[config.mk]
export PLATFORM = sky130hd
export DESIGN_NAME = prog_loader
export DESIGN_NICKNAME = d
export VERILOG_FILES = /design/src/rtl/prog_loader_pkg.sv /design/src/rtl/prog_loader.sv
export SDC_FILE = /design/constraint.sdc
export NUM_CORES = 1
export LEC_CHECK = 0
export ABC_AREA = 1
export CAP_MARGIN = 10
export CORE_AREA = 2 2 78 80
export CTS_CLUSTER_SIZE = 16
export DETAILED_ROUTE_END_ITERATION = 7
export DIE_AREA = 0 0 80 82
export PLACE_DENSITY = 0.76
export SYNTH_ARGS = -nofsm -noshare
export SYNTH_HDL_FRONTEND = slang
export SYNTH_SLANG_ARGS = --single-unit
[constraint.sdc]
create_clock -name clk -period 5.8 [get_ports clk]
set_clock_uncertainty 0.2 [all_clocks]
set_input_delay 1.45 -clock clk [delete_from_list [all_inputs] [get_ports clk]]
set_output_delay 1.45 -clock clk [all_outputs]
set_load 0.01 [all_outputs]
[src/rtl/prog_loader_pkg.sv]
// Shared types and defaults for the boot-time program loader and the core it feeds.
package prog_loader_pkg;

  typedef enum logic [2:0] {
    LEN   = 3'd0,
    DATA  = 3'd1,
    CSUM  = 3'd2,
    HOLD  = 3'd3,
    DONE  = 3'd4,
    ERROR = 3'd5
  } state_t;

  localparam int DEF_SIZE        = 8;
  localparam int DEF_ADDR_W      = 8;
  localparam int DEF_HOLD_CYCLES = 4;

  // Largest payload that fits the instruction memory.
  function automatic int max_len(input int addr_w);
    return (1 << addr_w) - 1;
  endfunction

endpackage

[src/rtl/prog_loader.sv]
// Loads a framed (length, payload, checksum) image into instruction memory, holding the CPU in reset.
// Writes land one clock after each accepted byte; in_ready is registered and low outside LEN/DATA/CSUM.
module prog_loader
  import prog_loader_pkg::*;
#(
  parameter int SIZE        = DEF_SIZE,
  parameter int ADDR_W      = DEF_ADDR_W,
  parameter int HOLD_CYCLES = DEF_HOLD_CYCLES
) (
  input  logic              clk,
  input  logic              rstn,
  input  logic              in_valid,
  input  logic [SIZE-1:0]   in_data,
  output logic              in_ready,
  input  logic              reload,
  output logic              mem_we,
  output logic [ADDR_W-1:0] mem_addr,
  output logic [SIZE-1:0]   mem_wdata,
  output logic              cpu_rstn,
  output logic              done,
  output logic              error
);

  // Length compare is done wide enough to hold both the byte and the memory limit.
  localparam int CW = ((SIZE > ADDR_W) ? SIZE : ADDR_W) + 1;
  localparam int LW = ADDR_W + 1;
  localparam logic [CW-1:0] MAX_LEN = CW'(max_len(ADDR_W));

  state_t          state;
  logic [LW-1:0]   len;
  logic [LW-1:0]   count;
  logic [SIZE-1:0] sum;
  logic [7:0]      hold;

  logic            xfer;
  logic [CW-1:0]   byte_w;
  logic [LW-1:0]   count_nx;

  assign xfer     = in_valid & in_ready;
  assign byte_w   = CW'(in_data);
  assign count_nx = count + LW'(1);

  always_ff @(posedge clk or negedge rstn) begin
    if (!rstn) begin
      state     <= LEN;
      in_ready  <= 1'b0;
      mem_we    <= 1'b0;
      mem_addr  <= '0;
      mem_wdata <= '0;
      cpu_rstn  <= 1'b0;
      done      <= 1'b0;
      error     <= 1'b0;
      len       <= '0;
      count     <= '0;
      sum       <= '0;
      hold      <= '0;
    end else begin
      mem_we <= 1'b0;
      case (state)
        LEN: begin
          in_ready <= 1'b1;
          if (xfer) begin
            count <= '0;
            sum   <= '0;
            len   <= LW'(in_data);
            if (byte_w > MAX_LEN) begin
              state    <= ERROR;
              in_ready <= 1'b0;
              error    <= 1'b1;
            end else if (in_data == '0) begin
              state <= CSUM;
            end else begin
              state <= DATA;
            end
          end
        end
        DATA: begin
          if (xfer) begin
            mem_we    <= 1'b1;
            mem_addr  <= count[ADDR_W-1:0];
            mem_wdata <= in_data;
            sum       <= sum + in_data;
            count     <= count_nx;
            if (count_nx == len) state <= CSUM;
          end
        end
        CSUM: begin
          if (xfer) begin
            in_ready <= 1'b0;
            if (in_data == sum) begin
              state <= HOLD;
              hold  <= 8'(HOLD_CYCLES);
            end else begin
              state <= ERROR;
              error <= 1'b1;
            end
          end
        end
        HOLD: begin
          // Leaving on the count-of-one cycle makes the release land HOLD_CYCLES after the checksum.
          if (hold <= 8'd1) begin
            state    <= DONE;
            cpu_rstn <= 1'b1;
            done     <= 1'b1;
          end else begin
            hold <= hold - 8'd1;
          end
        end
        DONE, ERROR: begin
          if (reload) begin
            state    <= LEN;
            in_ready <= 1'b1;
            cpu_rstn <= 1'b0;
            done     <= 1'b0;
            error    <= 1'b0;
            count    <= '0;
            sum      <= '0;
          end
        end
        default: begin
          state    <= LEN;
          in_ready <= 1'b0;
        end
      endcase
    end
  end

endmodule

Fig. 1: run 1, signal wires on met1
Scale: 6 px per um.
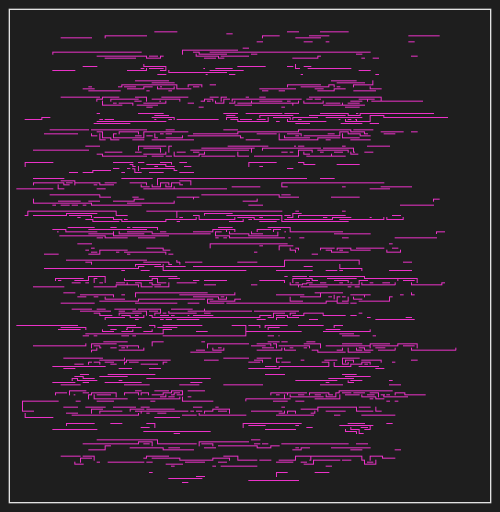
nets with wire on the layer: 395
main direction: horizontal

Fig. 2: run 1, track usage over the die
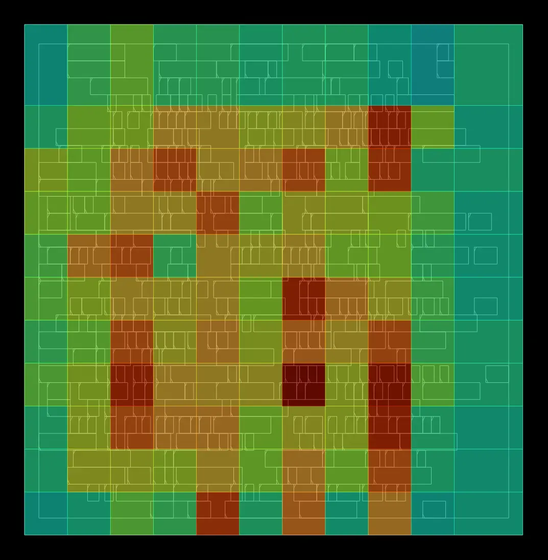
global-route usage over all layers: 21.5%
met3 global-route usage: 4.18%
GR Util met2: 35.3%

Fig. 3: run 1, drive-strength map
Scale: 4 px per um.
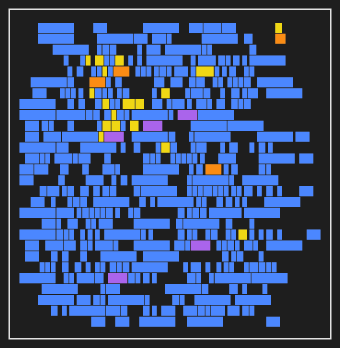
legend:
  orange:
    size: drive 3 to 4
    cells: 4
  yellow:
    size: drive 2
    cells: 18
  purple:
    size: drive 6 and up
    cells: 5
  blue:
    size: drive 1 or less
    cells: 380

==> impl_metrics.ini, run 1 <==
; implementation run metrics
[placement]
post-place-ws_ns = 2.13

[job]
log.warning_count = 27
maxCapViolations = 0

[power_and_ir_drop]
power_mw = 1.57
power_sequential_mw = 0.632
p_comb_mw = 0.738
pg_clk_mw = 0.204

[clocking]
worstSkewPairLatency_ns = 0.31
post_cts_hold_buffer_count = 0
clk_path_buf_depth = 2

[worst_setup_path]
critical_path.most_common_cell = nand3_1
critPathTopFamily = simple AND/OR/NAND/NOR gates
cp.required_ns = 5.83
crit_arrival_ns = 3.39
criticalPathCategory = input port to flop
worst-path-max-fanout = 12
cp_slowest_stage_delay_ns = 0.43

[run_status]
run_status = complete, no violations

[cells_and_area]
area.growth.synth_to_final_pct = 14.8
seq_share_pct = 40.4
layout.cells.most_common_list = nand2_1 (93), dfrtp_1 (56), inv_1 (46)

[yosys]
syn_area_per_cell_um2 = 8.07
synth-simple-area-share_pct = 24.9
syn-num-nets = 397
synth-warning-count = 0
yosys_register_bits = 56

[sta]
finalWorstPathRequiredPeriod_ns = 3.36
min_period_over_period_pct = 58.0

[floorplanning]
die_width_um = 80
core_util_floorplan_pct = 52.5

[grt]
grt_pass1_vias = 2453
wire_length_of_the_first_global_routing_pass_um = 11100
pin_count_of_the_biggest_net_entering_global_routing = 57

[worst_hold_path]
min_from = mem_wdata[5]$_DFFE_PN0P_
==> inputs of run 2 (changes only) <==
==> constraint.sdc (replaced) <==
create_clock -name clk -period 3.3 [get_ports clk]
set_clock_uncertainty 0.2 [all_clocks]
set_input_delay 0.825 -clock clk [delete_from_list [all_inputs] [get_ports clk]]
set_output_delay 0.825 -clock clk [all_outputs]
set_load 0.01 [all_outputs]
Fig. 4: run 2, signal wires on met1
Scale: 6 px per um.
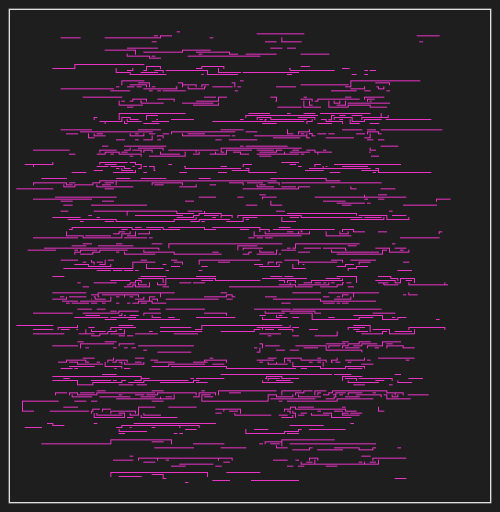
main direction: horizontal
nets with wire on the layer: 396

==> run 2 against run 1 <==
Effect of this change: synthesized cell count stayed put; worst setup slack worse by 1.9 ns; critical path depth stayed put; worst hold slack worse by 0.039 ns; critical endpoint unchanged; non-clock buffer count is 2 higher; first-iteration DRC count is 6.4% higher; critical path type unchanged; via count is 0.94% higher; final cell count is 0.62% higher; die area stayed put.
==> impl_metrics.ini, run 2 <==
; implementation run metrics
[floorplanning]
die_width_um = 80
core_util_floorplan_pct = 52.5
floorplan.die.height_um = 82
core-area_mm2 = 0.00575

[grt]
global_route.usage.met3_pct = 4.29
pin_count_of_the_biggest_net_entering_global_routing = 23
grt_pass1_vias = 2460
wire_length_of_the_first_global_routing_pass_um = 11100

[cells_and_area]
finish.net_count = 432
seq_share_pct = 39.3
n_all_buffers = 35
post_layout_nonfiller_instances = 485
drive_above_1_share_pct = 7.56
area.growth.synth_to_final_pct = 18.0
regArea_mm2 = 0.00140
layout.cells.most_common_list = nand2_1 (93), dfrtp_1 (56), inv_1 (46)
area_share_nonclk_buffers_pct = 9.48

[yosys]
synth-compound-area-share_pct = 13.3
syn-num-nets = 397
yosys_register_bits = 56
syn_area_per_cell_um2 = 8.07
synth-simple-area-share_pct = 24.9
synth-warning-count = 0

[job]
log.warning_count = 27
maxCapViolations = 0

[power_and_ir_drop]
power_mw = 3.02
p_comb_mw = 1.30
pg_clk_mw = 0.607
internal_power_mw = 1.86
power_sequential_mw = 1.11

[run_status]
run_status = complete, no violations

[clocking]
clk_path_buf_depth = 2
post_cts_hold_buffer_count = 0
worstSkewPairLatency_ns = 0.31

[sta]
min_period_over_period_pct = 83.1
slew_headroom_pct = 68.4
setup-violations-final = 0
finalWorstPathRequiredPeriod_ns = 2.74

[worst_setup_path]
worst-path-max-fanout = 12
cp.required_ns = 3.33
worstSetupStartpoint = in_data[6]
cp_slowest_stage_delay_ns = 0.43
critPathTopFamily = simple AND/OR/NAND/NOR gates
crit_arrival_ns = 2.78
path_cells = clkdlybuf4s50_1 -> ha_1 -> nor4_1 -> nand3_1 -> nand2_1 -> nand2_2 -> inv_1 -> nand3_1 -> o211ai_1
critical_path.most_common_cell = nand3_1
worst-path-buf-inv = 2
criticalPathCategory = input port to flop

[placement]
post-place-ws_ns = 0.253
Fig. 5: run 2, track usage over the die
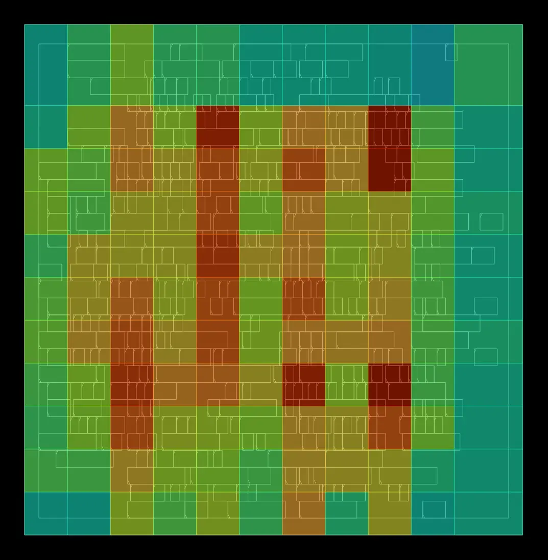
global route hottest layer: met2
global-route usage over all layers: 21.3%
GR Util met2: 36.3%

==> inputs of run 3 (changes only) <==
==> constraint.sdc (replaced) <==
create_clock -name clk -period 2.85 [get_ports clk]
set_clock_uncertainty 0.2 [all_clocks]
set_input_delay 0.7125 -clock clk [delete_from_list [all_inputs] [get_ports clk]]
set_output_delay 0.7125 -clock clk [all_outputs]
set_load 0.01 [all_outputs]
Fig. 6: run 3, drive-strength map
Scale: 4 px per um.
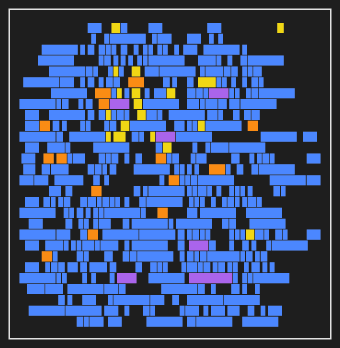
legend:
  blue:
    size: drive 1 or less
    cells: 380
  orange:
    size: drive 3 to 4
    cells: 14
  yellow:
    size: drive 2
    cells: 18
  purple:
    size: drive 6 and up
    cells: 6

==> run 3 against run 2 <==
Effect of this change: via count grew 1.1%; wire length grew 3.3%; sequential cell count is the same; final cell count grew 1.6%; design area grew 0.25%; global-route usage grew 1.1 points; synthesized cell count is the same; non-clock buffer count grew 8.
==> impl_metrics.ini, run 3 <==
; implementation run metrics
[floorplanning]
core_util_floorplan_pct = 52.5
die_width_um = 80
floorplan.die.height_um = 82

[clocking]
clk_path_buf_depth = 2
worstSkewPairLatency_ns = 0.31
post_cts_hold_buffer_count = 0

[sta]
finalWorstPathRequiredPeriod_ns = 2.60
slew_headroom_pct = 66.8

[run_status]
run_status = complete, no violations

[worst_setup_path]
criticalPathCategory = input port to flop
reg2reg_slack_ns = 0.71
worst-path-max-fanout = 12
worst-path-buf-inv = 1
critPathTopFamily = simple AND/OR/NAND/NOR gates
cp_slowest_stage_delay_ns = 0.42
worstSetupStartpoint = in_data[6]
cp.required_ns = 2.84
crit_arrival_ns = 2.58

[yosys]
syn-num-nets = 397
syn_area_per_cell_um2 = 8.07
synth-compound-area-share_pct = 13.3
synth-simple-area-share_pct = 24.9
async_flop_share_pct = 100
synth-area-yosys_mm2 = 0.00302

[cells_and_area]
largest_register_ff_count = 9
post_layout_nonfiller_instances = 493
finish.net_count = 440
area.growth.synth_to_final_pct = 18.3
regArea_mm2 = 0.00140
drive_above_1_share_pct = 9.09
seq_share_pct = 39.2
area_share_nonclk_buffers_pct = 11.1

[grt]
pin_count_of_the_biggest_net_entering_global_routing = 26
global_route.usage.met3_pct = 4.84
global_route.peak_usage_layer = met2
gr-usage-all-layers_pct = 22.4
gr_util_met2_pct = 36.6
wire_length_of_the_first_global_routing_pass_um = 11500

[power_and_ir_drop]
internal_power_mw = 2.02
power_mw = 3.37
pg_clk_mw = 0.517

[job]
log.warning_count = 27
maxCapViolations = 0

[placement]
post-place-ws_ns = -0.0314
Fig. 7: run 3, signal wires on met1
Scale: 6 px per um.
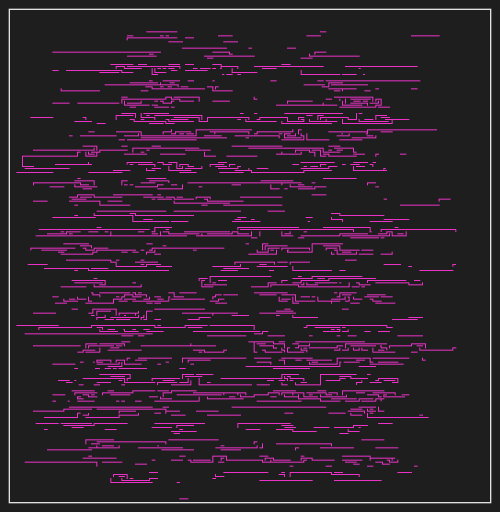
nets with wire on the layer: 404
share of all routed wire: 46%
main direction: horizontal
wire length on this layer: 3040 um
Total Routed Length: 6600 um
GR Util met1: 29.1%

